<file path="config.mk">
export PLATFORM = sky130hd
export DESIGN_NAME = instr_fetch
export DESIGN_NICKNAME = d
export VERILOG_FILES = /design/src/rtl/instr_fetch.sv
export SDC_FILE = /design/constraint.sdc
export NUM_CORES = 1
export LEC_CHECK = 0
export CELL_PAD_IN_SITES_DETAIL_PLACEMENT = 2
export CELL_PAD_IN_SITES_GLOBAL_PLACEMENT = 2
export CORE_MARGIN = 1
export CORE_UTILIZATION = 18
export CTS_CLUSTER_SIZE = 14
export DETAILED_ROUTE_END_ITERATION = 8
export MAX_ROUTING_LAYER = met4
export PLACE_DENSITY_LB_ADDON = 0.2
export SYNTH_ARGS = -nofsm -noshare
export SYNTH_HDL_FRONTEND = slang
export SYNTH_SLANG_ARGS = --single-unit
</file>
<file path="constraint.sdc">
create_clock -name clk -period 1.8 [get_ports clk]
set_input_delay 0.18 -clock clk [delete_from_list [all_inputs] [get_ports clk]]
set_output_delay 0.18 -clock clk [all_outputs]
set_load 0.02 [all_outputs]
</file>
<file path="src/rtl/instr_fetch.sv">
// instr_fetch: single-outstanding instruction fetch stage with PC, redirect and misalignment trap.
module instr_fetch #(
   parameter logic [31:0] RESET_PC  = 32'h0000_0000,
   parameter logic [31:0] NOP_INSTR = 32'h0000_0013
) (
   input  logic        clk,
   input  logic        rst,
   input  logic        NextPCSrc,
   input  logic [31:0] ALURes,
   input  logic        Advance,
   output logic        IMemReq,
   output logic [31:0] IMemAddr,
   input  logic        IMemAck,
   input  logic [31:0] IMemData,
   output logic [31:0] PC,
   output logic [31:0] PCInc,
   output logic [31:0] Instr,
   output logic [6:0]  OpCode,
   output logic [2:0]  Funct3,
   output logic [6:0]  Funct7,
   output logic        InstrValid,
   output logic        MisalignErr
);
   typedef enum logic [1:0] {BOOT, FETCH, HOLD, ERROR} state_t;
   state_t state, state_nxt;
   logic fetch_done, adv, misalign;
   logic [31:0] pc_nxt;
   assign IMemReq  = state == FETCH;
   assign IMemAddr = PC;
   assign PCInc    = PC + 32'd4;
   assign OpCode   = Instr[6:0];
   assign Funct3   = Instr[14:12];
   assign Funct7   = Instr[31:25];
   always_comb begin
      fetch_done = state == FETCH && IMemAck;
      adv        = state == HOLD && InstrValid && Advance;
      misalign   = adv && NextPCSrc && ALURes[1];
      pc_nxt     = NextPCSrc ? ALURes & 32'hFFFF_FFFE : PCInc;
      state_nxt  = state == BOOT ? FETCH :
                   fetch_done    ? HOLD  :
                   misalign      ? ERROR :
                   adv           ? FETCH : state;
   end
   always_ff @(posedge clk) begin
      if (rst) begin
         state       <= BOOT;
         PC          <= RESET_PC;
         Instr       <= NOP_INSTR;
         InstrValid  <= 1'b0;
         MisalignErr <= 1'b0;
      end else begin
         state <= state_nxt;
         if (fetch_done) begin
            Instr      <= IMemData;
            InstrValid <= 1'b1;
         end
         if (adv) InstrValid <= 1'b0;
         if (adv && !misalign) PC <= pc_nxt;
         if (misalign) MisalignErr <= 1'b1;
      end
   end
endmodule

</file>
Fig. 1: run 1, cell classes on the final placement
Fill, decap, tap and diode cells in gray.
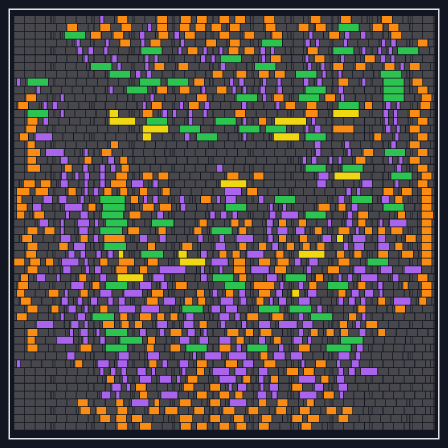
legend:
  registers:
    color: green
    cells: 67
    share_of_their_area: 19%
  clock drivers and dummy loads:
    color: yellow
    cells: 16
    share_of_their_area: 4.1%
  remaining logic cells:
    color: purple
    cells: 359
    share_of_their_area: 33%
  remaining buffers and delay cells:
    color: orange
    cells: 333
    share_of_their_area: 44%
Rows: 53
core area: 0.02109 mm2
final instance area: 0.007620 mm2
flop share of the area: 17.95%

Fig. 2: run 1, cell outlines without signal wires
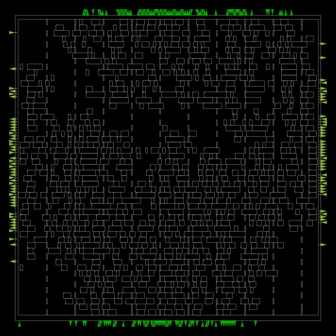
FILL cells: 2338
tap cell count: 275
Util after Layout: 36.13%
Flops: 67
Non-Filler Instances: 1052

Fig. 3: run 1, signal wires on met2
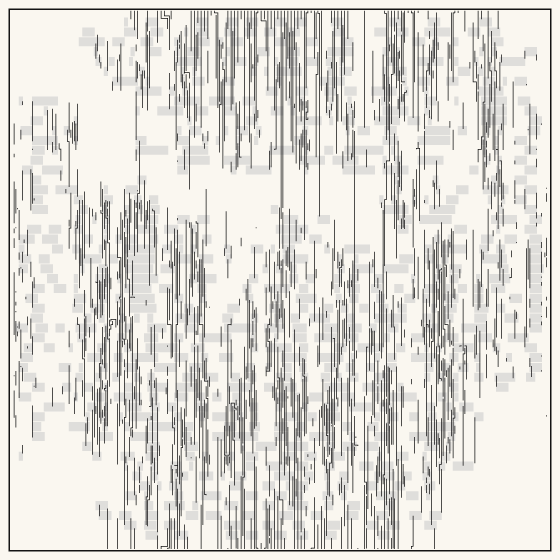
nets with wire on the layer: 782
longest straight run: 67.3 um
share of all routed wire: 53%
wire length on this layer: 9700 um
met2 usage: 30.05%
via count: 4665

==> qor.yml, run 1 <==
synthMuxAreaShare_pct: 1.289
logic_family: "simple AND/OR/NAND/NOR gates"
final_hold_viol_count: 0
numCtsBuffers: 9
place_inst: 999
clock_path_buffers: 2
htree_num_levels: 3
antenna_found_initial: 2
clkPwrFrac_pct: 44.9
grt_setup_unrepaired: "true"
common_cells: "nand2_1, dfxtp_1, buf_4, a21oi_1, clkbuf_1"
drt_pass1_iterations: 4
cp_num_buf_inv: 5
cp_common_cell: "buf_4"
ys_chip_area_mm2: 0.003881
seq_cell_power_mw: 1.57
routed_via_density: 4.434
drc: 0
grt_remaining_overflow: 0
p_sw_share_pct: 27.28
ys_sh_simple_pct: 24.05
top_cell: "nand2_1"
holdCritStartpoint: "NextPCSrc"
power_frac_seq_pct: 38.6
placed_area_mm2: 0.006609
worst_slew_pin_slew_ps: 540.1
adder_share_pct: 0.3224
yosysUniqueCellTypes: 47
syn_inst: 514
holdWs_ps: 233.0
violations: "negative setup slack"
wire_per_inst_um: 17.50
clock_skew_ps: 9.091
combPwrFrac_pct: 16.5
hold_path_class: "in -> reg"
area_growth_pct: 96.33
fp_util_pct: 18.41
seqCellArea_mm2: 0.001368
detailed_place_hpwl_um: 13460
antenna_cells: 2
cts_root_buf: "clkbuf_16"
p_int_mw: 2.950
buf_share_pct: 41.63
n_all_buffers: 333
powerClk_mw: 1.82
syn_area_mm2: 0.003881
dieWidth_um: 148.8
clk_pin_slew_ps: 60
ys_sh_xor_pct: 6.093
grtUsageMet3_pct: 3.914
final-setup-viol-count: 31
peakVddDrop_mv: 0.3947
grt_max_degree: 43
max_cap_viol_count: 0
drv_slew: 0
routed.top_layer: "met4"
critPathLaunchType: "register"
synth_warnings: 0
drive_above_1_share_pct: 32.39
die_h_um: 148.8
top_usage_layer: "met2"
largestClassByArea: "non-clock buffers"
status: "finished, violations left"
grt_pass1_wl_um: 28260
synth_flops: 67
power_mw: 4.056
top_cells_by_area: "dfxtp_1, buf_4, nand2_1, a21oi_1, xor2_1"
cp.required_ps: 1620
clkLatencyLatePin_ps: 340
groute.usage.overall_pct: 16.90
ios: 217
slowest_delay_ps: 350
grt_pass1_vias: 5144
dpl_worst_slack_ps: -452.9
ant_nets: 0
power-top-group: "clock"
port_buffers: 212
crit_path_end_kind: "output pin"
yosysCellCount: 514
cts_tree: "yes"
logic_area_mm2: 0.002420
worstSetupStartpoint: "IMemAddr[10]"
reg2reg_from: "IMemAddr[7]"
p_comb_mw: 0.670
lay_top_cells: "clkdlybuf4s50_1, buf_4, nand2_1"
synthArstFlopShare_pct: 0
power.density_mw_per_mm2: 532.4
worst_slack_ps: -318.1
final_nets: 840
use_met1_pct: 19.11
==> run 1: flip-flops by register name, summed over array words and instances, names as in the netlist <==
signal,count
IMemAddr,31
Instr,32
InstrValid,1
MisalignErr,1
state,2
==> run 1: what timing repair did <==
item	in CTS	in global routing
pin swaps	22	39
resized	205	54
endpoints found under the hold margin	0	0
hold buffers	0	0
endpoints found under the setup margin	42	50
setup buffers	20	20
==> run 1: tightest hold or removal path: stages <==
cell and delay [ps]:
buf_2 180, a31oi_1 100, nor2_1 70
==> run 1: worst paths after layout <==
check                  to  slack [ps]  depth (start not counted)
max reg2reg  IMemAddr[31]        -140                          8
max             PCInc[26]        -320                          9
min reg2reg     Instr[15]         460                          2
min           MisalignErr         230                          3
==> run 2: changes to the inputs <==
--- a/config.mk
+++ b/config.mk
@@ -5,6 +5,7 @@
 export SDC_FILE = /design/constraint.sdc
 export NUM_CORES = 1
 export LEC_CHECK = 0
+export CAP_MARGIN = 30
 export CELL_PAD_IN_SITES_DETAIL_PLACEMENT = 2
 export CELL_PAD_IN_SITES_GLOBAL_PLACEMENT = 2
 export CORE_MARGIN = 1
Fig. 4: run 2, I/O nets highlighted
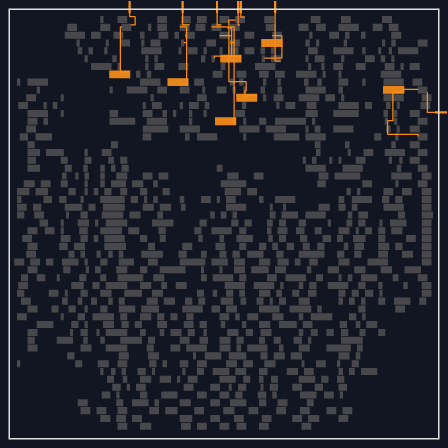
legend:
  `Funct7`:
    color: orange
    bits: 7
    direction: output
    edge: 6 top, 1 right
    end_cells: 7
    buffers: 7
    wire: 267 um
number of port buffers: 212
Ports: 217

Fig. 5: run 2, signal wires on met2
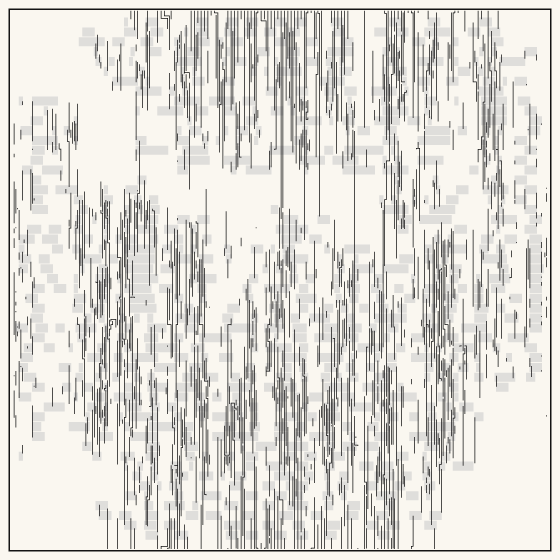
longest straight run: 67.3 um
nets with wire on the layer: 782
wire length on this layer: 9700 um

==> qor.yml, run 2 <==
cts_root_buf: "clkbuf_16"
place_inst: 999  # unchanged
hold_end: "MisalignErr"
fp_util_pct: 18.41  # unchanged
grt_setup_unrepaired: "true"
p_int_mw: 2.950  # unchanged
dieWidth_um: 148.8  # unchanged
groute.usage.overall_pct: 16.90  # unchanged
crit_cells: 9  # unchanged
top_cells_by_area: "dfxtp_1, buf_4, nand2_1, a21oi_1, xor2_1"
critPathLaunchType: "register"
numCtsBuffers: 9  # unchanged
htree_num_levels: 3  # unchanged
cts_resized: 205  # unchanged
reg2reg_to: "IMemAddr[31]"
seq-cell-share_pct: 17.95  # unchanged
antenna_cells: 2  # unchanged
fill_cells: 2338  # unchanged
power_frac_seq_pct: 38.6  # about the same
met2_usage_pct: 30.05  # unchanged
combPwrFrac_pct: 16.5  # about the same
die_h_um: 148.8  # unchanged
routed_via_density: 4.434  # unchanged
reg2reg_from: "IMemAddr[7]"
cp.required_ps: 1620  # about the same
syn_inst: 514  # unchanged
drc: 0  # unchanged
worst_slack_ps: -318.1  # unchanged
hold_buffers: 0  # unchanged
ys_chip_area_mm2: 0.003881  # unchanged
final_nets: 840  # unchanged
worstSetupStartpoint: "IMemAddr[10]"
dpl_worst_slack_ps: -452.9  # unchanged
grt_max_degree: 43  # unchanged
power.density_mw_per_mm2: 532.4  # unchanged
drt_pass1_iterations: 4  # unchanged
clkLatencyLatePin_ps: 340  # about the same
grt_remaining_overflow: 0  # unchanged
fp-row-count: 53  # unchanged
detailed_place_hpwl_um: 13460  # unchanged
area_growth_pct: 96.33  # unchanged
wire_per_inst_um: 17.50  # unchanged
largestClassByArea: "non-clock buffers"
powerClk_mw: 1.82  # about the same
hold_path_class: "in -> reg"
holdCritStartpoint: "NextPCSrc"
drv_slew: 0  # unchanged
grt_pass1_vias: 5144  # unchanged
use_met1_pct: 19.11  # unchanged
final-setup-viol-count: 31  # unchanged
cp_num_buf_inv: 5  # unchanged
synth_warnings: 0  # unchanged
synthArstFlopShare_pct: 0  # unchanged
worst_slew_pin_slew_ps: 540.1  # unchanged
logic_area_mm2: 0.002420  # unchanged
peakVddDrop_mv: 0.3947  # unchanged
n_tap_cell: 275  # unchanged
core_area_mm2: 0.02109  # unchanged
synth_flops: 67  # unchanged
largest_reg_flops: 32  # unchanged
common_cells: "nand2_1, dfxtp_1, buf_4, a21oi_1, clkbuf_1"
crit_path_top_delay_cell: "dfxtp_2"
clk_pin_slew_ps: 60  # about the same
lay_top_cells: "clkdlybuf4s50_1, buf_4, nand2_1"
violations: "negative setup slack"
p_sw_share_pct: 27.28  # unchanged
drive_above_1_share_pct: 32.39  # unchanged
cp-endpoint: "PCInc[26]"
buf_share_pct: 41.63  # unchanged
vias: 4665  # unchanged
r2r_slack_ps: -140  # about the same
grt_pass1_wl_um: 28260  # unchanged
top_usage_layer: "met2"
final_hold_viol_count: 0  # unchanged
regMostFlops: "Instr"
placed_area_mm2: 0.006609  # unchanged
grtUsageMet3_pct: 3.914  # unchanged
reg2reg_depth: 8  # unchanged
cts_tree: "yes"
yosysUniqueCellTypes: 47  # unchanged
finalNonFillerCells: 1052  # unchanged
status: "finished, violations left"
post_cts_buffers: 20  # unchanged
top_cell: "nand2_1"
antenna_found_initial: 2  # unchanged
clock_skew_ps: 9.091  # unchanged
Fig. 6: run 2, cell classes on the final placement
Fill, decap, tap and diode cells in gray.
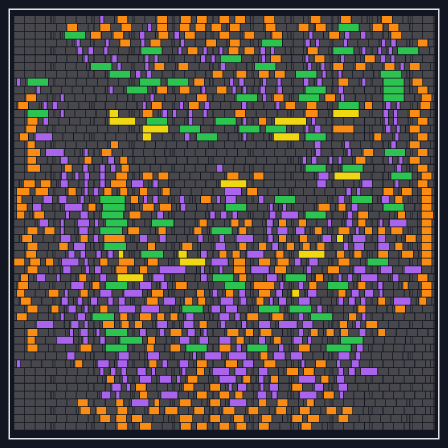
legend:
  remaining buffers and delay cells:
    color: orange
    cells: 333
    share_of_their_area: 44%
  clock drivers and dummy loads:
    color: yellow
    cells: 16
    share_of_their_area: 4.1%
  remaining logic cells:
    color: purple
    cells: 359
    share_of_their_area: 33%
  registers:
    color: green
    cells: 67
    share_of_their_area: 19%

-- run 2: cells by family after synthesis --
logic type / synth area share (%)
and+or+nand+nor: 24.05
AOI/OAI and AO/OA: 19.18
buffers and inverters: 14.41
DFF: 34.56
xor gates and xnor gates: 6.093
muxes: 1.290
adders and majority gates: 0.3223
other: 0.09662
-- run 2: per-stage QoR --
step	utilization [%]	hold WS, ps	total power [mW]	TNS [ps]
2_1_floorplan	-	304.3	1.908	-367.8
3_3_place_gp	31.34	442.6	2.252	-11850
3_5_place_dp	31.34	452.9	2.271	-13170
4_1_cts	34.76	218.4	4.149	-5780
5_1_grt	36.13	243.9	4.247	-7382
6_report	36.13	233.0	4.056	-4590
Power is estimated from default activity; no workload was simulated.
